`config.mk`:
```
export PLATFORM = sky130hd
export DESIGN_NAME = ar_seq
export DESIGN_NICKNAME = d
export VERILOG_FILES = /design/src/rtl/ar_pkg.sv /design/src/rtl/ar_step.sv /design/src/rtl/ar_seq.sv
export SDC_FILE = /design/constraint.sdc
export NUM_CORES = 1
export LEC_CHECK = 0
export ABC_AREA = 0
export CAP_MARGIN = 20
export CORE_MARGIN = 2
export CORE_UTILIZATION = 54
export CTS_BUF_LIST = sky130_fd_sc_hd__clkbuf_8
export CTS_CLUSTER_SIZE = 24
export DETAILED_ROUTE_END_ITERATION = 10
export PLACE_DENSITY_LB_ADDON = 0.1
export RECOVER_POWER = 50
export SLEW_MARGIN = 20
export SYNTH_ARGS = -nofsm -noshare
export SYNTH_HDL_FRONTEND = slang
export SYNTH_SLANG_ARGS = --single-unit
export TNS_END_PERCENT = 10
```
`constraint.sdc`:
```
create_clock -name clk_sys -period 8.35 [get_ports clk_sys]
set_clock_uncertainty 0.1 [all_clocks]
set_input_delay 0.835 -clock clk_sys [delete_from_list [all_inputs] [get_ports clk_sys]]
set_output_delay 0.835 -clock clk_sys [all_outputs]
set_load 0.02 [all_outputs]
```
`src/rtl/ar_pkg.sv`:
```
// rtl/ar_pkg.sv - state encoding, default widths and address step helper for ar_seq
package ar_pkg;

  typedef enum logic {
    ST_IDLE  = 1'b0,
    ST_BURST = 1'b1
  } state_e;

  localparam int unsigned AW_DEF     = 16;
  localparam int unsigned LW_DEF     = 4;
  localparam int unsigned STRIDE_DEF = 1;
  localparam int unsigned AW_MAX     = 32;

  // Returns {carry_or_borrow, sum} of an aw-bit add/subtract; operands arrive zero-extended.
  // A borrow leaves every bit from position aw upward set, so raw[aw] covers both cases.
  function automatic logic [AW_MAX:0] step_calc(input logic [AW_MAX-1:0] a,
                                                input logic [AW_MAX-1:0] b,
                                                input logic              sub,
                                                input int unsigned       aw);
    logic [AW_MAX:0]   raw;
    logic [AW_MAX-1:0] mask;
    raw  = sub ? ({1'b0, a} - {1'b0, b}) : ({1'b0, a} + {1'b0, b});
    mask = {AW_MAX{1'b1}} >> (AW_MAX - aw);
    return {raw[aw], raw[AW_MAX-1:0] & mask};
  endfunction

endpackage

```
`src/rtl/ar_step.sv`:
```
// rtl/ar_step.sv - AW-bit adder/subtractor with carry/borrow out, shared by +/-1 and stride paths
module ar_step
  import ar_pkg::*;
#(
  parameter int unsigned AW = AW_DEF
) (
  input  logic [AW-1:0] a,
  input  logic [AW-1:0] b,
  input  logic          sub,
  output logic [AW-1:0] sum,
  output logic          cout
);

  logic [AW_MAX:0] res;
  logic            unused_res;

  // Widen to the package helper's fixed width, then take back the AW-bit sum and the carry
  always_comb begin
    res        = step_calc(AW_MAX'(a), AW_MAX'(b), sub, AW);
    sum        = res[AW-1:0];
    cout       = res[AW_MAX];
    unused_res = ^res;
  end

endmodule

```
`src/rtl/ar_seq.sv`:
```
// rtl/ar_seq.sv - address register with load, +/-1 step and strided burst sequencing
module ar_seq
  import ar_pkg::*;
#(
  parameter int unsigned AW     = AW_DEF,
  parameter int unsigned LW     = LW_DEF,
  parameter int unsigned STRIDE = STRIDE_DEF
) (
  input  logic          clk_sys,
  input  logic          clr,
  input  logic [AW-1:0] w,
  input  logic          l,
  input  logic          p1,
  input  logic          m1,
  input  logic          bst,
  input  logic [LW-1:0] blen,
  input  logic          nxt,
  input  logic          abrt,
  output logic [AW-1:0] ar,
  output logic          bvld,
  output logic          blast,
  output logic          busy,
  output logic          wrap
);

  state_e        state_q, state_d;
  logic [AW-1:0] ar_q, ar_d;
  logic [LW-1:0] cnt_q, cnt_d;
  logic          wrap_q, wrap_d;

  logic [AW-1:0] step_b;
  logic          step_sub;
  logic [AW-1:0] step_sum;
  logic          step_cout;

  // Step operand: +STRIDE while bursting, otherwise +1 or -1 chosen by m1
  always_comb begin
    step_b   = AW'(1);
    step_sub = 1'b0;
    if (state_q == ST_BURST) begin
      step_b = AW'(STRIDE);
    end else begin
      step_sub = m1;
    end
  end

  ar_step #(.AW(AW)) u_step (
    .a    (ar_q),
    .b    (step_b),
    .sub  (step_sub),
    .sum  (step_sum),
    .cout (step_cout)
  );

  // Next-state: IDLE command priority bst > l > single step; BURST honours only abrt and nxt
  always_comb begin
    state_d = state_q;
    ar_d    = ar_q;
    cnt_d   = cnt_q;
    wrap_d  = wrap_q;
    unique case (state_q)
      ST_IDLE: begin
        if (bst && (blen != '0)) begin
          ar_d    = w;
          cnt_d   = blen - LW'(1);
          wrap_d  = 1'b0;
          state_d = ST_BURST;
        end else if (l) begin
          ar_d   = w;
          wrap_d = 1'b0;
        end else if (p1 ^ m1) begin
          ar_d   = step_sum;
          wrap_d = wrap_q | step_cout;
        end
      end
      ST_BURST: begin
        if (abrt) begin
          state_d = ST_IDLE;
        end else if (nxt) begin
          if (cnt_q != '0) begin
            ar_d   = step_sum;
            cnt_d  = cnt_q - LW'(1);
            wrap_d = wrap_q | step_cout;
          end else begin
            state_d = ST_IDLE;
          end
        end
      end
      default: state_d = ST_IDLE;
    endcase
  end

  // State register; clr forces everything back to the idle, zeroed state
  always_ff @(posedge clk_sys) begin
    if (clr) begin
      state_q <= ST_IDLE;
      ar_q    <= '0;
      cnt_q   <= '0;
      wrap_q  <= 1'b0;
    end else begin
      state_q <= state_d;
      ar_q    <= ar_d;
      cnt_q   <= cnt_d;
      wrap_q  <= wrap_d;
    end
  end

  // Outputs decoded purely from registered state
  always_comb begin
    ar    = ar_q;
    wrap  = wrap_q;
    busy  = (state_q == ST_BURST);
    bvld  = (state_q == ST_BURST);
    blast = (state_q == ST_BURST) && (cnt_q == '0);
  end

endmodule

```
### Met1 routing

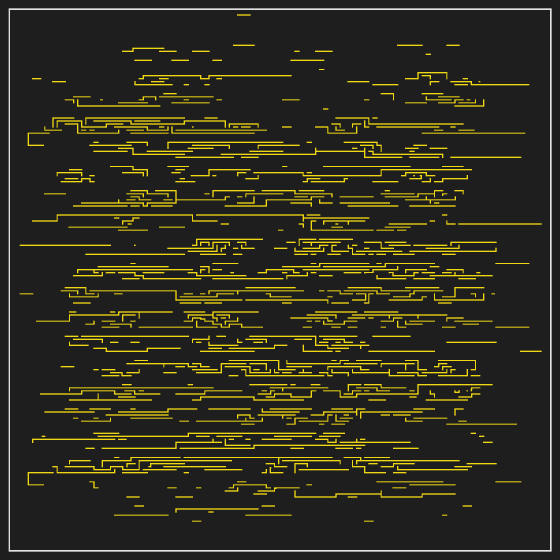
share of all routed wire	46%
longest straight run	16.6 µm
routed vias: 1,944
DRT Wirelength: 4520 µm
met1 Usage GRT: 35.9%

### Placed cells, one color a class

Fill, decap, tap and diode cells in gray.
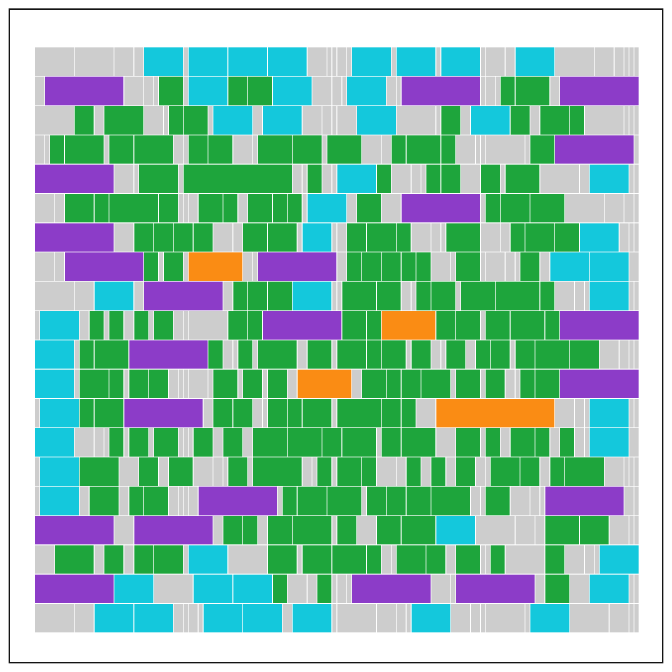
color	class	cells	share of their area
green	combinational and other logic	200	55%
purple	flops	22	20%
cyan	other buffers and delay cells	48	22%
orange	clock drivers and dummy loads	4	3.3%
final core utilization: 73.6%
Core Area: 3050 µm²

### The metal 3 layer

The bar under the picture is 20 µm long.
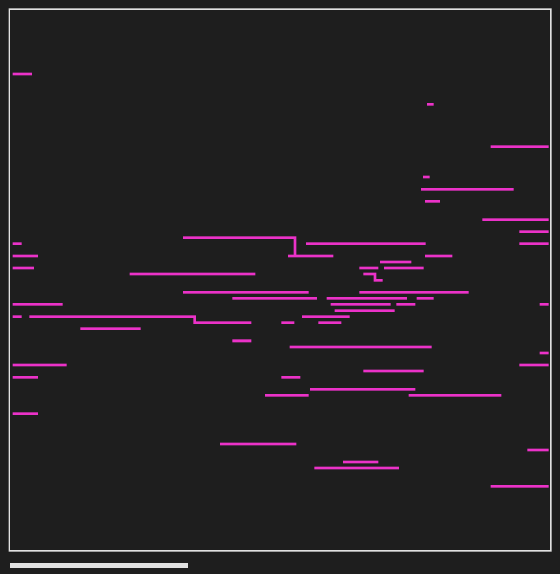
share of all routed wire	6.7%
longest straight run	18.4 µm
wire length on this layer	302 µm
nets with wire on the layer	42
main direction	horizontal
GR Layer Usage met3: 4.69%

### Routed metal per tile

The bar under the picture is 20 µm long. The die is cut into 12 by 12 equal tiles; dark blue is low, red is high, scaled to the fullest tile. Values are wire area over tile area, all layers added.
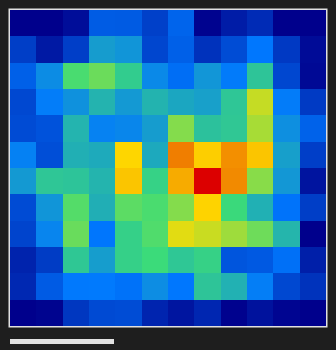
fullest tile	0.64
mean over tiles	0.20
nearly empty tiles	8.3%
densest ninth of the die	center
tiles over half the peak	18%
gr usage total: 25.9%
Routed wire per std cell: 14.2 µm

==> job_summary.md <==
## PnR job results

| Metric | Value |
|---|---|
| Status | complete, no violations |
| #FFs+latches synth | 22 |
| Distinct lib cells used | 52 |
| Crit path time final | 3.59 ns |
| Yosys warnings | 0 |
| GR peak layer | met2 |
| Hold Path Sink | wrap$_SDFFE_PP0P_ |
| Final nets | 305 |
| Wl on met1 | 2070 µm |
| Drt first pass iters | 5 |
| Die width | 60.6 µm |
| Dpl hpwl | 3190 µm |
| R2R Path Start | busy$_SDFF_PP0_ |
| FA/HA/MAJ Cells, Area Fraction | 1.45% |
| Post_cts resized | 0 |
| Combinational power share | 36.9% |
| Routed wl met2 | 2080 µm |
| CTS tree | done |
| Metal3 WL | 301 µm |
| Total gr overflow | 0 |
| Final worst slack | 4.76 ns |
| Flop pwr share | 36.4% |
| Comb power | 139 µW |
| Internal | 245 µW |
| First-pass GRT wire length | 7270 µm |
| Top Metal Used | met4 |
| Crit-path max FO | 15 |
| Critical path depth in cells | 6 |
| Skew-Pair Late Insertion Delay | 0.27 ns |
| Final Setup Violations | 0 |
| Max-cap violations | 0 |
| Antenna violations before repair | 0 |
| ClkCell Share | 3.17% |
| Largest type area fraction | 25.5% |
| Hold buffers post-CTS | 0 |
| Min-delay src | wrap$_SDFFE_PP0P_ |
| Critical path cell sequence | dlygate4sd3_1 > nor4_1 > o22ai_1 > nor2_1 > o21ai_0 > a21oi_1 |
| Final hold vios | 0 |
| Setup crit start | blen[3] |
| Mapped Area | 1730 µm² |
| Synth async-reset ratio | 0% |
| Residual DRC | 0 |
| EDFF count, synth | 0 |
| YS chip area | 1730 µm² |
| Hold WS | 0.396 ns |
| Comb area share | 53.2% |
| Top pwr grp | combinational cells |
| Largest stage delay, worst path | 0.83 ns |
| RR Endpoint | ar[14]$_SDFFE_PP0P_ |
| Synth top cells by count | nor2_1 (30), nand2_1 (24), dfxtp_1 (22) |
| Number of well taps | 44 |
| Largest vdd supply drop | 0.136 mV |
| Hold Path Class | reg -> reg |
| Worst R2R Setup Slack | 5.16 ns |
| Post-CTS Setup Repair Bufs | 0 |
| Actual slew at the worst max-slew pin | 0.980 ns |
| Aoi share | 29.3% |
| Post-Synthesis Cells | 240 |
| Largest area contributor in the netlist | dfxtp_1 |
| Via-to-Cell Ratio | 6.11 |
| Seq group | 137 µW |
| CTS clock-pin slew for the worst setup and hold paths | 0.08 ns |
| Antenna Cells | 0 |
| Main logic family after synthesis | simple AND/OR/NAND/NOR gates |
| CP required | 8.43 ns |
| Htree depth | 1 |
| Worst Hold Depth | 2 |
| Inverter count | 2 |
Power is estimated from default activity; no workload was simulated.
